## src/rtl/text_mem_wr_arbiter.sv

```systemverilog
// text_mem_wr_arbiter
//   Owns the write port of the character RAM. Two requesters (A: UART
//   character writer, B: second host) and a screen-clear sequencer share it.
//   Every RAM write uses a fixed 4-cycle slot: IDLE -> SETUP -> WR1 -> WR2.
//   Address and data settle in SETUP. mem_wren is high in WR1/WR2 only, so the
//   RAM sees stable address and data for the whole enable pulse.
//
// Ports
//   clock100, reset              clock and synchronous active-high reset
//   a_req/a_addr/a_data/a_ack    port A request (level) and 1-cycle accept pulse
//   b_req/b_addr/b_data/b_ack    port B request (level) and 1-cycle accept pulse
//   clear_start, clear_busy      start pulse and pending/running flag for the clear
//   drop                         1-cycle pulse: the accepted request was out of range
//   mem_wraddress/mem_data/mem_wren  RAM write port
module text_mem_wr_arbiter #(
    parameter int                ADDR_W    = 12,
    parameter int                DATA_W    = 8,
    parameter int                DEPTH     = 3200,
    parameter logic [DATA_W-1:0] FILL_CHAR = 8'h20
) (
    input  logic              clock100,
    input  logic              reset,
    input  logic              a_req,
    input  logic [ADDR_W-1:0] a_addr,
    input  logic [DATA_W-1:0] a_data,
    output logic              a_ack,
    input  logic              b_req,
    input  logic [ADDR_W-1:0] b_addr,
    input  logic [DATA_W-1:0] b_data,
    output logic              b_ack,
    input  logic              clear_start,
    output logic              clear_busy,
    output logic              drop,
    output logic [ADDR_W-1:0] mem_wraddress,
    output logic [DATA_W-1:0] mem_data,
    output logic              mem_wren
);

    typedef enum logic [1:0] {IDLE, SETUP, WR1, WR2} state_t;

    // The extra top bit keeps the range compare exact even if DEPTH == 2**ADDR_W.
    localparam logic [ADDR_W:0]   DEPTH_X    = (ADDR_W + 1)'(DEPTH);
    localparam logic [ADDR_W-1:0] LAST_CELL  = ADDR_W'(DEPTH - 1);

    state_t            state_reg;
    logic [ADDR_W-1:0] clear_cnt_reg;
    logic              clear_busy_reg;
    logic              last_grant_reg;   // 1 = B was granted last
    logic              slot_clear_reg;   // current slot belongs to the clear sequencer
    logic              slot_oor_reg;     // current slot is an out-of-range drop
    logic              a_ack_reg;
    logic              b_ack_reg;
    logic              drop_reg;
    logic              mem_wren_reg;
    logic [ADDR_W-1:0] mem_addr_reg;
    logic [DATA_W-1:0] mem_data_reg;

    logic              grant_a_next;
    logic              grant_b_next;
    logic [ADDR_W-1:0] win_addr_next;
    logic [DATA_W-1:0] win_data_next;
    logic              win_oor_next;

    // Round-robin between A and B; the clear sequencer masks both while busy.
    always_comb begin
        grant_a_next = 1'b0;
        grant_b_next = 1'b0;
        if (!clear_busy_reg) begin
            if (a_req && b_req) begin
                grant_a_next = last_grant_reg;
                grant_b_next = !last_grant_reg;
            end else begin
                grant_a_next = a_req;
                grant_b_next = b_req;
            end
        end
        win_addr_next = grant_b_next ? b_addr : a_addr;
        win_data_next = grant_b_next ? b_data : a_data;
        win_oor_next  = ({1'b0, win_addr_next} >= DEPTH_X);
    end

    always_ff @(posedge clock100) begin
        if (reset) begin
            state_reg      <= IDLE;
            clear_cnt_reg  <= '0;
            clear_busy_reg <= 1'b0;
            last_grant_reg <= 1'b1;
            slot_clear_reg <= 1'b0;
            slot_oor_reg   <= 1'b0;
            a_ack_reg      <= 1'b0;
            b_ack_reg      <= 1'b0;
            drop_reg       <= 1'b0;
            mem_wren_reg   <= 1'b0;
            mem_addr_reg   <= '0;
            mem_data_reg   <= '0;
        end else begin
            a_ack_reg <= 1'b0;
            b_ack_reg <= 1'b0;
            drop_reg  <= 1'b0;

            // A start while busy is ignored; a start mid-slot waits for IDLE.
            if (clear_start && !clear_busy_reg) begin
                clear_busy_reg <= 1'b1;
            end

            case (state_reg)
                IDLE: begin
                    if (clear_busy_reg) begin
                        mem_addr_reg   <= clear_cnt_reg;
                        mem_data_reg   <= FILL_CHAR;
                        slot_clear_reg <= 1'b1;
                        slot_oor_reg   <= 1'b0;
                        state_reg      <= SETUP;
                    end else if (grant_a_next || grant_b_next) begin
                        mem_addr_reg   <= win_addr_next;
                        mem_data_reg   <= win_data_next;
                        slot_clear_reg <= 1'b0;
                        slot_oor_reg   <= win_oor_next;
                        a_ack_reg      <= grant_a_next;
                        b_ack_reg      <= grant_b_next;
                        drop_reg       <= win_oor_next;
                        last_grant_reg <= grant_b_next;
                        state_reg      <= SETUP;
                    end
                end
                SETUP: begin
                    mem_wren_reg <= !slot_oor_reg;
                    state_reg    <= WR1;
                end
                WR1: begin
                    state_reg <= WR2;
                end
                WR2: begin
                    mem_wren_reg <= 1'b0;
                    state_reg    <= IDLE;
                    if (slot_clear_reg) begin
                        if (clear_cnt_reg == LAST_CELL) begin
                            clear_cnt_reg  <= '0;
                            clear_busy_reg <= 1'b0;
                        end else begin
                            clear_cnt_reg <= clear_cnt_reg + 1'b1;
                        end
                    end
                end
                default: begin
                    state_reg <= IDLE;
                end
            endcase
        end
    end

    assign a_ack         = a_ack_reg;
    assign b_ack         = b_ack_reg;
    assign drop          = drop_reg;
    assign clear_busy    = clear_busy_reg;
    assign mem_wren      = mem_wren_reg;
    assign mem_wraddress = mem_addr_reg;
    assign mem_data      = mem_data_reg;

endmodule

```

## config.mk

```make
export PLATFORM = sky130hd
export DESIGN_NAME = text_mem_wr_arbiter
export DESIGN_NICKNAME = d
export VERILOG_FILES = /design/src/rtl/text_mem_wr_arbiter.sv
export SDC_FILE = /design/constraint.sdc
export NUM_CORES = 1
export LEC_CHECK = 0
export ABC_AREA = 1
export CAP_MARGIN = 25
export CELL_PAD_IN_SITES_DETAIL_PLACEMENT = 1
export CELL_PAD_IN_SITES_GLOBAL_PLACEMENT = 2
export CORE_AREA = 2 2 94 96
export CTS_BUF_LIST = sky130_fd_sc_hd__clkbuf_4 sky130_fd_sc_hd__clkbuf_8 sky130_fd_sc_hd__clkbuf_16
export DETAILED_ROUTE_END_ITERATION = 8
export DIE_AREA = 0 0 96 98
export PLACE_DENSITY = 0.85
export SKIP_LAST_GASP = 1
export SLEW_MARGIN = 30
export SYNTH_ARGS = -nofsm -noshare
export SYNTH_HDL_FRONTEND = slang
export SYNTH_SLANG_ARGS = --single-unit
```

## constraint.sdc

```tcl
create_clock -name clock100 -period 2.7 [get_ports clock100]
set_input_delay 0.54 -clock clock100 [delete_from_list [all_inputs] [get_ports clock100]]
set_output_delay 0.54 -clock clock100 [all_outputs]
set_load 0.05 [all_outputs]
```

==> images/flops_by_reg.png <==
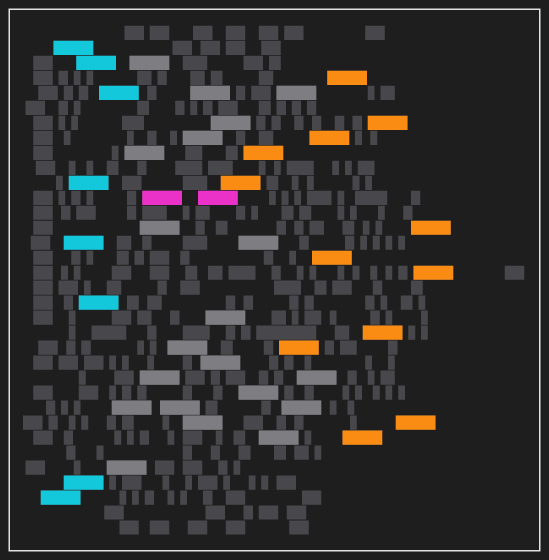
legend:
  magenta:
    netlist_name: `state_reg`
    placed_flops: 2
  cyan:
    netlist_name: `mem_data`
    placed_flops: 8
  orange:
    netlist_name: `clear_cnt_reg`
    placed_flops: 12
not colored: 20
final design utilization: 35.78%
fraction of area in registers: 27.76%

==> images/io_fan.png <==
The bar under the picture is 20 µm long.
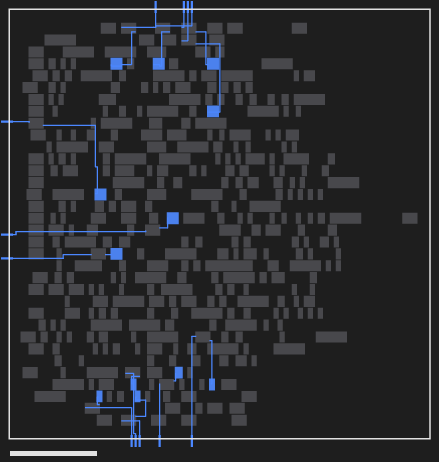
legend:
  blue:
    port: `a_addr`
    bits: 12
    direction: input
    edge: 5 bottom, 4 top, 3 left
    end_cells: 12
    buffers: 12
    wire: 289 µm
Port-buffer cells: 69
count of boundary I/O pins: 70

==> images/layer_met1.png <==
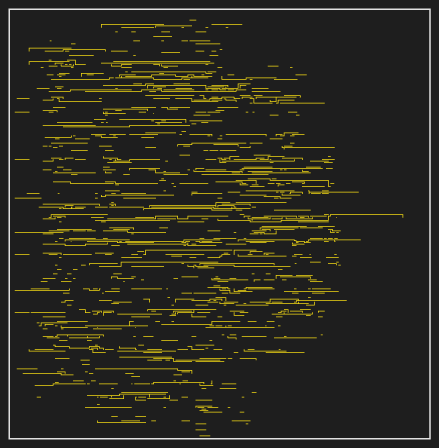
longest straight run: 25.8 µm
main direction: horizontal
nets with wire on the layer: 368
wire length on this layer: 2990 µm
share of all routed wire: 43%
met1 capacity usage during global routing: 18.73%
vias post-DR: 2192
total wire length after detailed routing: 6929 µm

==> images/congestion.png <==
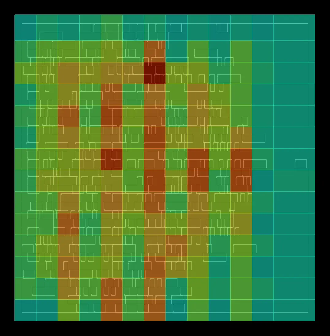
met2 usage: 27.72%
most used routing layer in global routing: met2
all-layer global routing usage: 15.70%
global-route met3 utilization: 4.475%
WL/cell: 14.74 µm

==> images/clk_routes.png <==
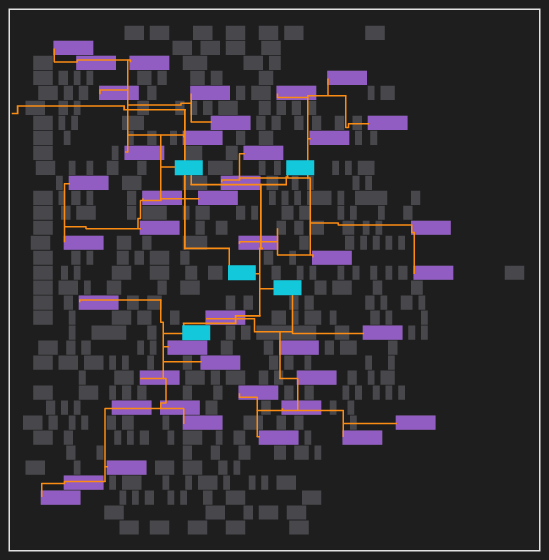
legend:
  cyan:
    item: clock drivers
    count: 5
  orange:
    item: clock wires
    length: 597 µm
  purple:
    item: flip-flops
    count: 42
routed clock nets: 6
Clock Skews: 0.007007 ns
fraction of power consumed by the clock network: 21.1%
source-to-sink clock delay at the later pin of the worst-skew pair: 0.29 ns
power of the clock network: 0.502 mW

==> results.ini <==
[run_status]
run_status=finished, final reports clean

[floorplanning]
die_h_um=98
num_rows=34
die_width_um=96
core_region_area_mm2=0.008466
chipArea_mm2=0.009408
floorplan.core_util_pct=25.08
well_tap_count=108

[finish]
antennaDiodeCount=0
design.final.nets=412
layout.area.comb_mm2=0.001115
layout.buffer.nonclock.area_share_pct=24.04
layout.non_clock_buffers=74
layout_top_cell=sky130_fd_sc_hd__clkdlybuf4s50_1
layout.non_clock_inverters=26
area.sequential_um2=840.8
final_layout_top_logic_cells=sky130_fd_sc_hd__clkdlybuf4s50_1, sky130_fd_sc_hd__nand2_1, sky130_fd_sc_hd__dfxtp_1, sky130_fd_sc_hd__a21oi_1, sky130_fd_sc_hd__nor2_1
clkbuf_count=5
n_multi_input_combinational_cell=212
layout-area-overhead-vs-synth_pct=42.66
largest_cell_class=logic gates
layout-drive-gt1-share_pct=7.459
final_design_area_no_fill_mm2=0.003029
combAreaFraction_pct=36.80
flop-count=42
num-fill-cells=1031
clkCellAreaFrac_pct=3.594

[job]
openroad.warnings=30
count_of_maximum_capacitance_violations=0

[clock_network]
clkSlewWorstSetupHoldPaths_ns=0.09
cts.hold.buffers_added=0
cts_tree=built
cts_setup_buffers=0
ctsHtreeMaxLevel=2
cts-resized-gates=0
clock-root-buffer=sky130_fd_sc_hd__clkbuf_8
clock_sinks=42
cts-buffers-inserted=5
clockBufferDepth=2

[place]
placed_area_mm2=0.002920
place.detailed.hpwl_um=5270
gp_congestion=0.7508

[critical_path]
r2r_end=slot_oor_reg
crit_start=mem_wraddress[4]
cp_top_family=buffers and inverters
worst_r2r_startpoint=clear_busy
worstSetupEndpointType=output port
ff2ff_setup_slack_ns=1.00
worst-endpoint-required_ns=2.16
cells_on_worst_reg2reg_path=9
worst_path_max_delay_cell=sky130_fd_sc_hd__clkdlybuf4s50_1
critical_path.max_fanout=2
critPathArrivalTime_ns=1.49
crit_path_cell_trace=clkdlybuf4s50_1
critical_path_buf_inv_count=1
critical_path_class=flip-flop to output port
timing.critical_path.depth=1
critPathMaxStageDelay_ns=0.82
endpoint=mem_wraddress[4]
timing.critical_path.from_type=flip-flop

[worst_hold_path]
timing.hold.worst_path_depth=2
hold_class=flip-flop to flip-flop
min-delay-start=mem_data[1]
hold_path_end=mem_data[1]

[synthesis]
postSynthSeqShare_pct=39.60
simple_gate_share_pct=26.93
post_synth_instance_area_mm2=0.002123
synthFlopType=sky130_fd_sc_hd__dfxtp_1
netlist-cell-type-count=36
postSynthNetCount=343
synth_cells=292
cell_types_occupying_the_most_area_after_synthesis=sky130_fd_sc_hd__dfxtp_1, sky130_fd_sc_hd__a21oi_1, sky130_fd_sc_hd__nand2_1, sky130_fd_sc_hd__nor2_1, sky130_fd_sc_hd__o21ai_0
syn_avg_cell_area_um2=7.272
synth-seq-cells=42
top_cell_area_share_pct=39.60
yosys.area_share.xor_xnor_pct=0.8250
synthTopLogicFamily=simple AND/OR/NAND/NOR gates
ys_chip_area_mm2=0.002123
yosys.area_share.adder_pct=3.536
asyncSetResetFlopFracSynth_pct=0
synth-edff-count=0
aoi_share_pct=21.21
synth.area.mux_share_pct=0
yosysWarningCount=0
ys_cells=292
synth_area_leader_cell=sky130_fd_sc_hd__dfxtp_1

[sta]
fin_hold_ws_ns=0.4719
fmaxAchievable_mhz=492.1
worst-slew-pin-transition_ns=0.5669
setup_violations=0
finalSetupTns_ns=0
finalMaxSlewViolations=0
fin_crit_sh_pct=75.27
slew_headroom_pct=62.16
finalCriticalPeriod_ns=2.032
hold_viol=0
rsz_0062_raised_after_global_routing=false

[pwr]
peakVddDrop_v=0.0002636
post-layout-total-power_mw=2.378
power-per-cell-area_mw_per_mm2=784.9
leakage_nw=1.171

[grt]
grt_start_max_net_pins=21
antenna_found_initial=0
first_global_vias=2395
grt_first_pass_wirelength_um=11720
grt_remaining_overflow=0

[detailed_routing]
route.antenna.remaining_nets=0
post-route-drc-count=0
drt-pass1-iter-count=4
first_iter_violations=63
post_drt_via_cell_ratio=4.664

## cell usage after synthesis (2+ instances only)
master and number:
sky130_fd_sc_hd__a211oi_1 2, sky130_fd_sc_hd__a21oi_1 39, sky130_fd_sc_hd__buf_2 8, sky130_fd_sc_hd__clkbuf_1 2, sky130_fd_sc_hd__dfxtp_1 42, sky130_fd_sc_hd__ha_1 6, sky130_fd_sc_hd__inv_1 22, sky130_fd_sc_hd__inv_2 2
sky130_fd_sc_hd__nand2_1 44, sky130_fd_sc_hd__nand3_1 9, sky130_fd_sc_hd__nand3_2 2, sky130_fd_sc_hd__nand4_1 4, sky130_fd_sc_hd__nor2_1 37, sky130_fd_sc_hd__nor2_2 3, sky130_fd_sc_hd__nor3_1 5, sky130_fd_sc_hd__o211ai_1 7
sky130_fd_sc_hd__o21ai_0 17, sky130_fd_sc_hd__o21ai_1 13, sky130_fd_sc_hd__or2_0 9, sky130_fd_sc_hd__or2_1 3
## logic make-up after synthesis
family | count (synthesis)
compound gates | 83
xor+xnor | 2
fa+ha+maj | 6
buf+inv | 38
flops | 42
simple gates | 121
## through the flow
step | setup WS [ns] | std cells
2_1_floorplan | 1.190 | 292
3_3_place_gp | 0.6192 | 462
3_5_place_dp | 0.6006 | 462
4_1_cts | 0.6612 | 470
5_1_grt | 0.6098 | 470
6_report | 0.6678 | 470
## per-layer routing
metal  up-vias  global-route usage, %  wire length [µm]
met3         4                  4.475               395
met1      1028                  18.73              2992
met5         -                      0                 0
met4         0                  3.077                36
met2        50                  27.72              3504
li1       1110                      -                 -
## power breakdown
group	switching (mW)	internal, mW	total, mW
clock network	0.229	0.273	0.502
logic	0.695	0.362	1.06
registers	0.0772	0.741	0.818
total	1.00	1.38	2.38
Power and IR drop assume default switching activity.
